**src/rtl/led_seq_pkg.sv**
```systemverilog
// Shared types and register map for the LED pattern sequencer.
package led_seq_pkg;

    typedef enum logic [1:0] {
        IDLE  = 2'd0,
        ISSUE = 2'd1,
        WAIT  = 2'd2
    } state_t;

    localparam logic [2:0] ADDR_CTRL     = 3'd0;
    localparam logic [2:0] ADDR_PERIOD   = 3'd1;
    localparam logic [2:0] ADDR_TBL_ADDR = 3'd2;
    localparam logic [2:0] ADDR_TBL_DATA = 3'd3;
    localparam logic [2:0] ADDR_STATUS   = 3'd4;

    localparam int unsigned CTRL_RUN      = 0;
    localparam int unsigned CTRL_LOOP     = 1;
    localparam int unsigned CTRL_IRQ_EN   = 2;
    localparam int unsigned CTRL_LAST_LSB = 4;

    localparam int unsigned STAT_BUSY    = 0;
    localparam int unsigned STAT_DONE    = 1;
    localparam int unsigned STAT_IDX_LSB = 4;

    // Width of the index fields in CTRL and STATUS
    localparam int unsigned FIELD_W = 3;

    localparam logic [2:0] PIO_DATA_OFS = 3'd0;

    function automatic logic [FIELD_W-1:0] clamp_idx(
        input logic [FIELD_W-1:0] v,
        input logic [FIELD_W-1:0] max
    );
        return (v > max) ? max : v;
    endfunction

endpackage

```
**src/rtl/led_seq_step_timer.sv**
```systemverilog
// Loadable down-counter that paces the sequencer between PIO writes.
module led_seq_step_timer #(
    parameter int unsigned PER_W = 24
) (
    input  logic             i_clk,
    input  logic             i_rst_n,
    input  logic             i_load,
    input  logic [PER_W-1:0] i_load_val,
    input  logic             i_en,
    output logic             o_zero
);

    localparam logic [PER_W-1:0] PER_ONE = 1;

    logic [PER_W-1:0] r_count;

    always_ff @(posedge i_clk or negedge i_rst_n) begin
        if (!i_rst_n) begin
            r_count <= '0;
        end else if (i_load) begin
            r_count <= i_load_val;
        end else if (i_en && (r_count != '0)) begin
            r_count <= r_count - PER_ONE;
        end
    end

    assign o_zero = (r_count == '0);

endmodule

```
**src/rtl/led_seq_ctrl.sv**
```systemverilog
// LED pattern sequencer: CPU-loaded table played out to the LED PIO over an Avalon-MM master.
module led_seq_ctrl
    import led_seq_pkg::*;
#(
    parameter int unsigned NUM_LEDS = 4,
    parameter int unsigned DEPTH    = 8,
    parameter int unsigned PER_W    = 24
) (
    input  logic        clk,
    input  logic        reset_n,
    input  logic [2:0]  s_address,
    input  logic        s_chipselect,
    input  logic        s_write_n,
    input  logic [31:0] s_writedata,
    output logic [31:0] s_readdata,
    output logic [2:0]  m_address,
    output logic        m_chipselect,
    output logic        m_write_n,
    output logic [31:0] m_writedata,
    input  logic        m_waitrequest,
    output logic        irq
);

    localparam int unsigned IDX_W = $clog2(DEPTH);
    localparam logic [IDX_W-1:0] IDX_ONE = 1;
    localparam logic [PER_W-1:0] PER_ONE = 1;

    state_t                r_state;
    state_t                w_state_nxt;

    logic                  r_run;
    logic                  r_loop;
    logic                  r_irq_en;
    logic [IDX_W-1:0]      r_last;
    logic [PER_W-1:0]      r_period;
    logic [IDX_W-1:0]      r_taddr;
    logic [NUM_LEDS-1:0]   r_tbl [DEPTH];
    logic                  r_done;
    logic [IDX_W-1:0]      r_idx;
    logic [NUM_LEDS-1:0]   r_pat;

    logic                  w_wr;
    logic                  w_ctrl_wr;
    logic                  w_period_wr;
    logic                  w_taddr_wr;
    logic                  w_tdata_wr;
    logic                  w_status_wr;
    logic                  w_cpu_run;
    logic                  w_run_d;
    logic                  w_zero;
    logic                  w_start;
    logic                  w_expire;
    logic                  w_at_last;
    logic                  w_done_set;
    logic                  w_advance;
    logic                  w_accept;
    logic [IDX_W-1:0]      w_idx_nxt;
    logic [FIELD_W-1:0]    w_last_in;
    logic [PER_W-1:0]      w_period_m1;

    assign w_wr        = s_chipselect & ~s_write_n;
    assign w_ctrl_wr   = w_wr & (s_address == ADDR_CTRL);
    assign w_period_wr = w_wr & (s_address == ADDR_PERIOD);
    assign w_taddr_wr  = w_wr & (s_address == ADDR_TBL_ADDR);
    assign w_tdata_wr  = w_wr & (s_address == ADDR_TBL_DATA);
    assign w_status_wr = w_wr & (s_address == ADDR_STATUS);

    // RUN as the CPU leaves it this cycle; a clear lands before any further step is taken
    assign w_cpu_run  = w_ctrl_wr ? s_writedata[CTRL_RUN] : r_run;
    assign w_start    = (r_state == IDLE) & w_cpu_run;
    assign w_accept   = (r_state == ISSUE) & ~m_waitrequest;
    assign w_expire   = (r_state == WAIT) & w_zero & w_cpu_run;
    assign w_at_last  = (r_idx >= r_last);
    assign w_done_set = w_expire & w_at_last & ~r_loop;
    assign w_advance  = w_expire & ~w_done_set;
    assign w_run_d    = w_done_set ? 1'b0 : w_cpu_run;
    assign w_idx_nxt  = w_at_last ? '0 : r_idx + IDX_ONE;
    assign w_last_in  = clamp_idx(s_writedata[CTRL_LAST_LSB +: FIELD_W], FIELD_W'(DEPTH - 1));
    assign w_period_m1 = (r_period == '0) ? '0 : r_period - PER_ONE;

    led_seq_step_timer #(
        .PER_W (PER_W)
    ) u_timer (
        .i_clk      (clk),
        .i_rst_n    (reset_n),
        .i_load     (w_accept),
        .i_load_val (w_period_m1),
        .i_en       (r_state == WAIT),
        .o_zero     (w_zero)
    );

    always_ff @(posedge clk or negedge reset_n) begin
        if (!reset_n) begin
            r_state <= IDLE;
        end else begin
            r_state <= w_state_nxt;
        end
    end

    always_comb begin
        w_state_nxt = r_state;
        case (r_state)
            IDLE:    if (w_cpu_run) w_state_nxt = ISSUE;
            ISSUE:   if (!m_waitrequest) w_state_nxt = w_cpu_run ? WAIT : IDLE;
            WAIT: begin
                if (!w_cpu_run || w_done_set) begin
                    w_state_nxt = IDLE;
                end else if (w_zero) begin
                    w_state_nxt = ISSUE;
                end
            end
            default: w_state_nxt = IDLE;
        endcase
    end

    always_comb begin
        m_chipselect = (r_state == ISSUE);
        m_write_n    = (r_state != ISSUE);
        m_address    = PIO_DATA_OFS;
        m_writedata  = '0;
        if (r_state == ISSUE) begin
            m_writedata[NUM_LEDS-1:0] = r_pat;
        end
        irq = r_done & r_irq_en;
    end

    always_ff @(posedge clk or negedge reset_n) begin
        if (!reset_n) begin
            r_run    <= 1'b0;
            r_loop   <= 1'b0;
            r_irq_en <= 1'b0;
            r_last   <= '0;
            r_period <= '0;
            r_taddr  <= '0;
            r_tbl    <= '{default: '0};
            r_done   <= 1'b0;
            r_idx    <= '0;
            r_pat    <= '0;
        end else begin
            r_run <= w_run_d;
            if (w_ctrl_wr) begin
                r_loop   <= s_writedata[CTRL_LOOP];
                r_irq_en <= s_writedata[CTRL_IRQ_EN];
                r_last   <= w_last_in[IDX_W-1:0];
            end
            if (w_period_wr) begin
                r_period <= s_writedata[PER_W-1:0];
            end
            if (w_taddr_wr) begin
                r_taddr <= s_writedata[IDX_W-1:0];
            end else if (w_tdata_wr) begin
                r_tbl[r_taddr] <= s_writedata[NUM_LEDS-1:0];
                r_taddr        <= r_taddr + IDX_ONE;
            end
            // A DONE set in the same cycle as a W1C clear takes precedence
            if (w_done_set) begin
                r_done <= 1'b1;
            end else if (w_status_wr && s_writedata[STAT_DONE]) begin
                r_done <= 1'b0;
            end
            if (w_start) begin
                r_idx <= '0;
                r_pat <= r_tbl[0];
            end else if (w_advance) begin
                r_idx <= w_idx_nxt;
                r_pat <= r_tbl[w_idx_nxt];
            end
        end
    end

    always_comb begin
        s_readdata = '0;
        case (s_address)
            ADDR_CTRL: begin
                s_readdata[CTRL_RUN]                = r_run;
                s_readdata[CTRL_LOOP]               = r_loop;
                s_readdata[CTRL_IRQ_EN]             = r_irq_en;
                s_readdata[CTRL_LAST_LSB +: IDX_W]  = r_last;
            end
            ADDR_PERIOD:   s_readdata[PER_W-1:0]    = r_period;
            ADDR_TBL_ADDR: s_readdata[IDX_W-1:0]    = r_taddr;
            ADDR_TBL_DATA: s_readdata[NUM_LEDS-1:0] = r_tbl[r_taddr];
            ADDR_STATUS: begin
                s_readdata[STAT_BUSY]              = (r_state != IDLE);
                s_readdata[STAT_DONE]              = r_done;
                s_readdata[STAT_IDX_LSB +: IDX_W]  = r_idx;
            end
            default: ;
        endcase
    end

endmodule

```
**config.mk**
```make
export PLATFORM = sky130hd
export DESIGN_NAME = led_seq_ctrl
export DESIGN_NICKNAME = d
export VERILOG_FILES = /design/src/rtl/led_seq_pkg.sv /design/src/rtl/led_seq_step_timer.sv /design/src/rtl/led_seq_ctrl.sv
export SDC_FILE = /design/constraint.sdc
export NUM_CORES = 1
export LEC_CHECK = 0
export CAP_MARGIN = 0
export CORE_UTILIZATION = 58
export DETAILED_ROUTE_END_ITERATION = 7
export GPL_ROUTABILITY_DRIVEN = 0
export PLACE_DENSITY = 0.86
export SYNTH_ARGS = -nofsm -noshare
export SYNTH_HDL_FRONTEND = slang
export SYNTH_HIERARCHICAL = 1
export SYNTH_SLANG_ARGS = --single-unit
```
**constraint.sdc**
```tcl
create_clock -name clk -period 4.2 [get_ports clk]
set_input_delay 0.84 -clock clk [delete_from_list [all_inputs] [get_ports clk]]
set_output_delay 0.84 -clock clk [all_outputs]
set_load 0.005 [all_outputs]
```
Run 1, signal wires on met3:
Scale: 3 px per µm. Cells faint in the background.
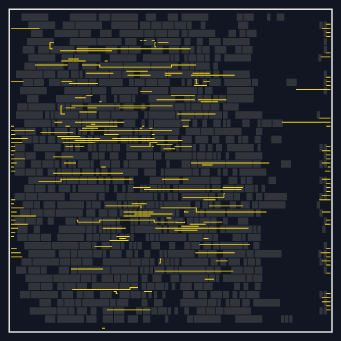
- wire length on this layer: 1,170 µm
- share of all routed wire: 7.6%

Run 1, cells coloured by class:
Scale: 4 px per µm.
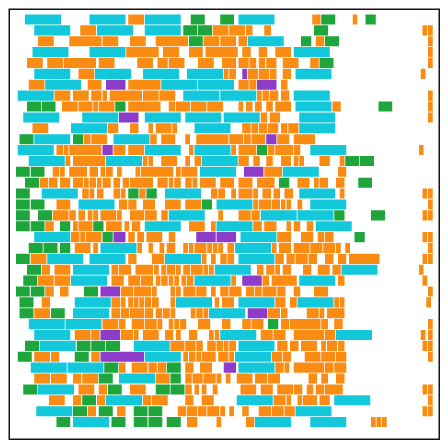
- other buffers and delay cells: green (cells 78; share of their area 10%)
- combinational and other logic: orange (cells 511; share of their area 52%)
- flops: cyan (cells 99; share of their area 35%)
- clock drivers and dummy loads: purple (cells 16; share of their area 2.9%)
Site Rows: 38
fin area: 7240 µm²
core area: 10,800 µm²

Run 1, wiring heat map:
Scale: 3 px per µm. 21 x 21 tiles, from dark purple (low) to yellow (high), scaled to the fullest tile. Values are wire area over tile area, all layers added.
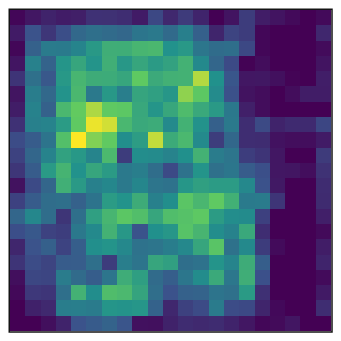
- fullest tile: 0.68
- emptiest ninth of the die: north-east
- nearly empty tiles: 12%
- tiles over half the peak: 27%
- mean over tiles: 0.22
- densest ninth of the die: centre
WL/cell: 18.4 µm
via count: 5,223
final wirelength: 15,500 µm
total track usage: 0.290

==> impl_metrics.yaml, run 1 <==
# yosys + openroad results
logic_synthesis:
  ys_area_um2: 6410
  synth-xor-area-share: 0.0383
  syn_inst: 643
  adder_share: 0.0176
  synth_warnings: 6
  topCellsByArea: "dfrtp_1 (39%), mux2_2 (11%), buf_4 (4.7%), mux4_2 (4.2%), nor2_1 (3.3%)"
  simple_gate_share: 0.198
  synth-edff-count: 0
  top_logic_kind: "simple AND/OR/NAND/NOR gates"
  ys_types: 66
  compound_area_frac: 0.107
  ys_async_sr_fraction: 1.00
  synth_flops: 99
  ys_cells: 643
  synth_top_cell_by_area: "dfrtp_1"
  ys_seq_frac: 0.387
  ys.flop_type: "dfrtp_1"
  syn_area_um2: 6410
  yosysMostFrequentCell: "dfrtp_1"
  top_area_frac: 0.387
  avgSynthCellArea_um2: 9.96
  top_cells_by_count: "dfrtp_1 (99), mux2_2 (62), nor2_1 (56), buf_4 (40), nand2_1 (40)"
  synthMuxAreaShare: 0.175
sta:
  fin_setup_tns_ns: 0
  hold_violations: 0
  period_needed_ns: 3.89
  clock_skew_ns: 0.0125
  timing.hold.ws_ns: 0.394
  final-setup-viol-count: 0
  rsz0062_at_grt: "no"
  finalClockPeriodUsage: 0.927
  maxSlewViolCount: 0
  fmax_ghz: 0.257
  tightest_slew_ns: 0.871
  slew-limit-headroom: 0.414
finish:
  layout_top_cells: "dfrtp_1 (99), mux2_2 (62), clkdlybuf4s50_1 (61)"
  fillers: 784
  syn2layout_area_growth_pct: 13.0
  lay_top_count: "dfrtp_1"
  top_register: "r_tbl"
  fin_nets: 748
  layout.cells.non_filler: 844
  ff_latch_area_um2: 2480
  largest_reg_flops: 32
  largestRegisters: "r_tbl: 32 flops, r_period: 24 flops, u_timer/r_count: 24 flops"
  drive_gt1_frac: 0.186
  diodes: 0
  comb_area_um2: 3590
worst_setup_path:
  start_kind: "flip-flop"
  worstSetupEndpointType: "output pin"
  worstSetupPathType: "reg -> out"
  path_cells: "mux4_2, mux2_2, a31oi_1, a21oi_1, or3_1, clkdlybuf4s50_1"
  slowest_delay_ns: 0.71
  cp_max_fo: 12
  crit_required_ns: 3.36
  slowest_stage: "dfrtp_1"
  cp_data_arrival_time_ns: 3.05
global_routing:
  antenna_found_initial: 0
  grt_max_degree: 40
  grt_first_pass_wirelength_um: 25700
  grt_pass1_vias: 4992
  grt_overflow: 0
route:
  via_per_inst: 6.19
  antenna_left: 0
  drtPass1Iterations: 5
  drc: 0
  dr.first_iter.drc_count: 427
job:
  maxCapViolations: 0
  warnings: 36
clock_network:
  cts_sinks: 99
  ctsResizeCount: 0
  cts_buffers: 9
  cts_tree: "done"
  clock_latency_ns: 0.37
  cts_setup_buffers: 0
  root_buffer: "clkbuf_8"
  hold_buffers: 0
  clkTransAtPathRegs_ns: 0.10
  htree_levels: 3
  clockBufferDepth: 2
power:
  ir_drop_mv: 0.244
  p_per_area_nw_per_um2: 463
  power.leakage_nw: 3.02
  power_mw: 3.35
placement:
  dp.final_hpwl_um: 11300
  portBuffers: 62
  placed_cells: 828
  placed_area_um2: 7030
hold_path:
  hp-class: "in -> async"
floorplan:
  die_x_um: 107
  floorplan.core_util: 0.594
  ioPinCount: 110
  die_y_um: 107
  dieArea_um2: 11500
outcome:
  outcome: "finished clean"
-- run 1: final cells by class --
class | instances | area share
clock inverters | 5 | 0.00864
multi-input cells | 496 | 0.496
clock buffers | 11 | 0.0195
flip-flops and latches | 99 | 0.342
well taps | 140 | 0.0242
repair buffers | 78 | 0.102
inverters | 15 | 0.00778
-- run 1: stage by stage --
step           utilization  setup slack [ns]
6_report             0.671             0.306
3_3_place_gp         0.652             0.492
2_1_floorplan            -              1.19
5_1_grt              0.671             0.166
4_1_cts              0.671             0.290
3_5_place_dp         0.652             0.366
-- run 1: worst paths after layout --
path	start	endpoint	slack, ns	depth (start not counted)
setup / recovery	r_taddr[1]$_DFFE_PN0P_	s_readdata[0]	0.31	6
hold / removal	reset_n	r_idx[0]$_DFFE_PN0P_	0.39	1
setup reg to reg	r_idx[0]$_DFFE_PN0P_	r_pat[1]$_DFFE_PN0P_	1.22	8
hold reg to reg	r_tbl[1]$_DFFE_PN0P_	r_tbl[1]$_DFFE_PN0P_	0.54	1
max in group asynchronous	reset_n	u_timer/r_count[16]$_DFFE_PN0P_	2.93	2
min in group clk	r_tbl[1]$_DFFE_PN0P_	r_tbl[1]$_DFFE_PN0P_	0.54	1
-- run 1: per-layer routing --
layer,share of wire,track usage,vias to the layer above
li1,-,-,2347
met1,0.44,0.410,2567
met2,0.47,0.445,278
met3,0.076,0.0553,31
met4,0.020,0.102,0
met5,0,0,-
-- run 1: power by group --
part | leakage (nW) | internal, mW | switching (mW)
clock | 0.0957 | 0.294 | 0.339
sequential | 1.26 | 1.21 | 0.309
combinational | 1.67 | 0.600 | 0.599
total | 3.02 | 2.10 | 1.25
-- run 1: worst max-delay path: cells and delay by family, from the launching register on --
kind	cells	cell delay, ns
mux	2	0.88
simple gates	1	0.39
compound gates	2	0.24
buf+inv	1	0.46
flops	1	0.71
## Run 2: what changed since run 1
Settings changed: CAP_MARGIN 0 to 40, SLEW_MARGIN set to 20.
Run 2, cells coloured by class:
Scale: 4 px per µm.
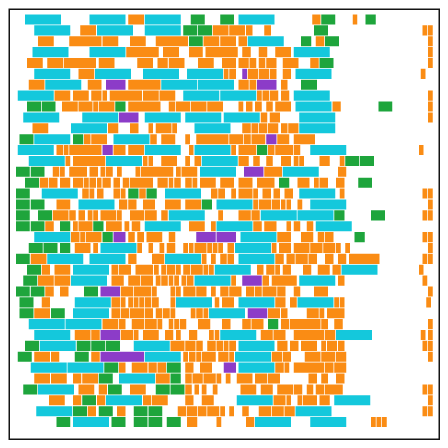
- flops: cyan (cells 99; share of their area 35%)
- other buffers and delay cells: green (cells 79; share of their area 11%)
- combinational and other logic: orange (cells 511; share of their area 51%)
- clock drivers and dummy loads: purple (cells 16; share of their area 2.9%)
Final Util: 0.672
flop share of the area: 0.342

Run 2, cell sizes after repair:
Scale: 2 px per µm.
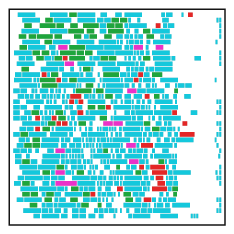
- _3 and _4 cells: red (cells 31; share 4.4%)
- _0 and _1 cells: cyan (cells 573; share 81%)
- _6 and larger: magenta (cells 12; share 1.7%)
- _2 cells: green (cells 89; share 13%)
fin area: 7250 µm²
area delta synth->final: 13.1%
Non-CTS buffers: 79

==> impl_metrics.yaml, run 2 <==
# yosys + openroad results
outcome:
  outcome: "finished clean"
global_routing:
  grt_first_pass_wirelength_um: 25700
  grt_max_degree: 40
  grt_overflow: 0
  grt_pass1_vias: 4992
  grt_use_total: 0.290
clock_network:
  cts_sinks: 99
  htree_levels: 3
  ctsResizeCount: 0
  cts_tree: "done"
  cts_setup_buffers: 0
  clock_latency_ns: 0.37
  root_buffer: "clkbuf_8"
  clockBufferDepth: 2
worst_setup_path:
  crit_path_start: "r_taddr[1]$_DFFE_PN0P_"
  worstSetupPathType: "reg -> out"
  cp_top_family: "multiplexers"
  slowest_stage: "dfrtp_1"
  path_buffers: 1
  path_cells: "mux4_2, mux2_2, a31oi_1, a21oi_1, or3_1, clkdlybuf4s50_1"
  crit_required_ns: 3.36
  cp_data_arrival_time_ns: 3.04
  slowest_delay_ns: 0.70
  cp_max_fo: 12
  start_kind: "flip-flop"
  crit_end: "s_readdata[0]"
  regToRegSetupSlack_ns: 1.28
  rr_endpoint: "r_pat[1]$_DFFE_PN0P_"
  rr_worst_depth: 8
  cp_num_cells: 6
  r2r-start: "u_timer/r_count[16]$_DFFE_PN0P_"
finish:
  nNonClkInverters: 15
  fillers: 785
  drive_gt1_frac: 0.187
  clockBufferCount: 11
  sh_comb_area: 0.495
  buf_share: 0.103
  largest_reg_flops: 32
  largestRegisters: "r_tbl: 32 flops, r_period: 24 flops, u_timer/r_count: 24 flops"
  ff_latch_area_um2: 2480
  comb_area_um2: 3590
  design.seq.count: 99
  clock_area_frac: 0.0281
  top_register: "r_tbl"
  fin_nets: 749
  lay_top_count: "dfrtp_1"
  diodes: 0
  largest_cell_class: "combinational gates"
logic_synthesis:
  synth-edff-count: 0
  ys_async_sr_fraction: 1.00
  ys.flop_type: "dfrtp_1"
  synth_top_cell_by_area: "dfrtp_1"
  top_cells_by_count: "dfrtp_1 (99), mux2_2 (62), nor2_1 (56), buf_4 (40), nand2_1 (40)"
  ys_seq_frac: 0.387
  syn_inst: 643
  avgSynthCellArea_um2: 9.96
  synth_warnings: 6
  ys_types: 66
  top_area_frac: 0.387
  topCellsByArea: "dfrtp_1 (39%), mux2_2 (11%), buf_4 (4.7%), mux4_2 (4.2%), nor2_1 (3.3%)"
  syn_area_um2: 6410
  yosysMostFrequentCell: "dfrtp_1"
  ys_cells: 643
power:
  power_mw: 3.35
  ir_drop_mv: 0.244
  power.leakage_nw: 3.02
  p_per_area_nw_per_um2: 462
floorplan:
  rows: 38
  ioPinCount: 110
  die_x_um: 107
  dieArea_um2: 11500
  floorplan.core_util: 0.594
  die_y_um: 107
  tapCellCount: 140
sta:
  fin_setup_tns_ns: 0
  finalClockPeriodUsage: 0.924
  fmax_ghz: 0.258
  hold_violations: 0
  period_needed_ns: 3.88
  clock_skew_ns: 0.0118
  slew-limit-headroom: 0.397
  final-setup-viol-count: 0
  tightest_slew_ns: 0.896
  maxSlewViolCount: 0
  rsz0062_at_grt: "no"
job:
  warnings: 36
  maxCapViolations: 0
route:
  wl_per_cell_um: 18.4
  drc: 0
  wirelength_um: 15600
  drtPass1Iterations: 5
  via_per_inst: 6.14
  vias: 5188
  antenna_left: 0
hold_path:
  hp-class: "in -> async"
placement:
  portBuffers: 62
  dp.final_hpwl_um: 11300
Run 2, clock routing:
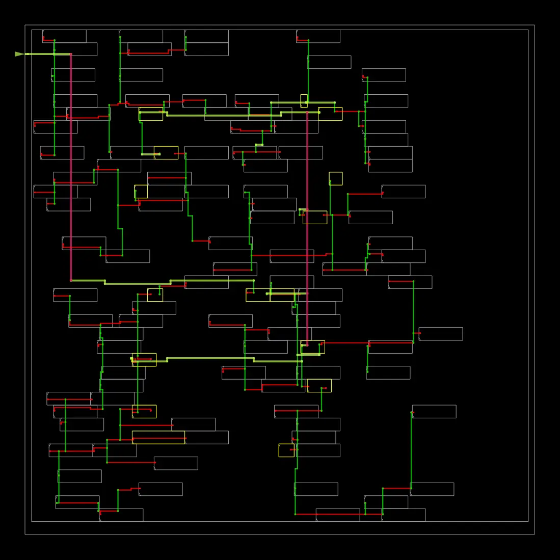
CTS buffer count: 9
clk pwr: 0.633 mW

run 2: cell counts after synthesis:
Identical to the previous run, type by type.
run 2: how the worst min path moves through the flow:
stage	endpoint	cells after the start	slack (ns)
after global routing	r_period[5]$_DFFE_PN0P_	1	0.41
after floorplan	r_done$_DFFE_PN0P_	1	0.48
final	r_idx[0]$_DFFE_PN0P_	1	0.39
after detailed placement	r_tbl[15]$_DFFE_PN0P_	1	0.52
after global placement	r_tbl[1]$_DFFE_PN0P_	1	0.50
after CTS	r_period[5]$_DFFE_PN0P_	1	0.40
run 2: metal layers:
metal,global-route usage,vias up,part of all wire
met5,0,-,0
met4,0.102,0,0.021
met3,0.0553,26,0.072
met2,0.445,253,0.47
met1,0.410,2557,0.44
li1,-,2352,-
run 2: where the power goes:
group          internal (mW)  leakage (nW)  switching (mW)
Combinational          0.600          1.67           0.598
Clock                  0.294        0.0957           0.339
Sequential              1.21          1.26           0.309
Total                   2.10          3.02            1.25
run 2: stage by stage:
stage,hold slack [ns],setup slack (ns),cell area [µm²],instances
2_1_floorplan,0.476,1.19,6550,681
3_3_place_gp,0.502,0.492,7030,828
3_5_place_dp,0.517,0.366,7030,828
4_1_cts,0.404,0.290,7240,844
5_1_grt,0.411,0.166,7250,845
6_report,0.390,0.318,7250,845
run 2: cell families after synthesis:
family	count (synthesis)	synth area share
other	1	0.000585
AND-OR/OR-AND	102	0.107
adder cells (fa/ha/maj)	9	0.0176
AND/OR/NAND/NOR	229	0.198
multiplexers	89	0.175
XOR/XNOR	28	0.0383
buffers and inverters	86	0.0770
flip-flops	99	0.387
No activity file was given, so power comes from the tool's default toggle rates.
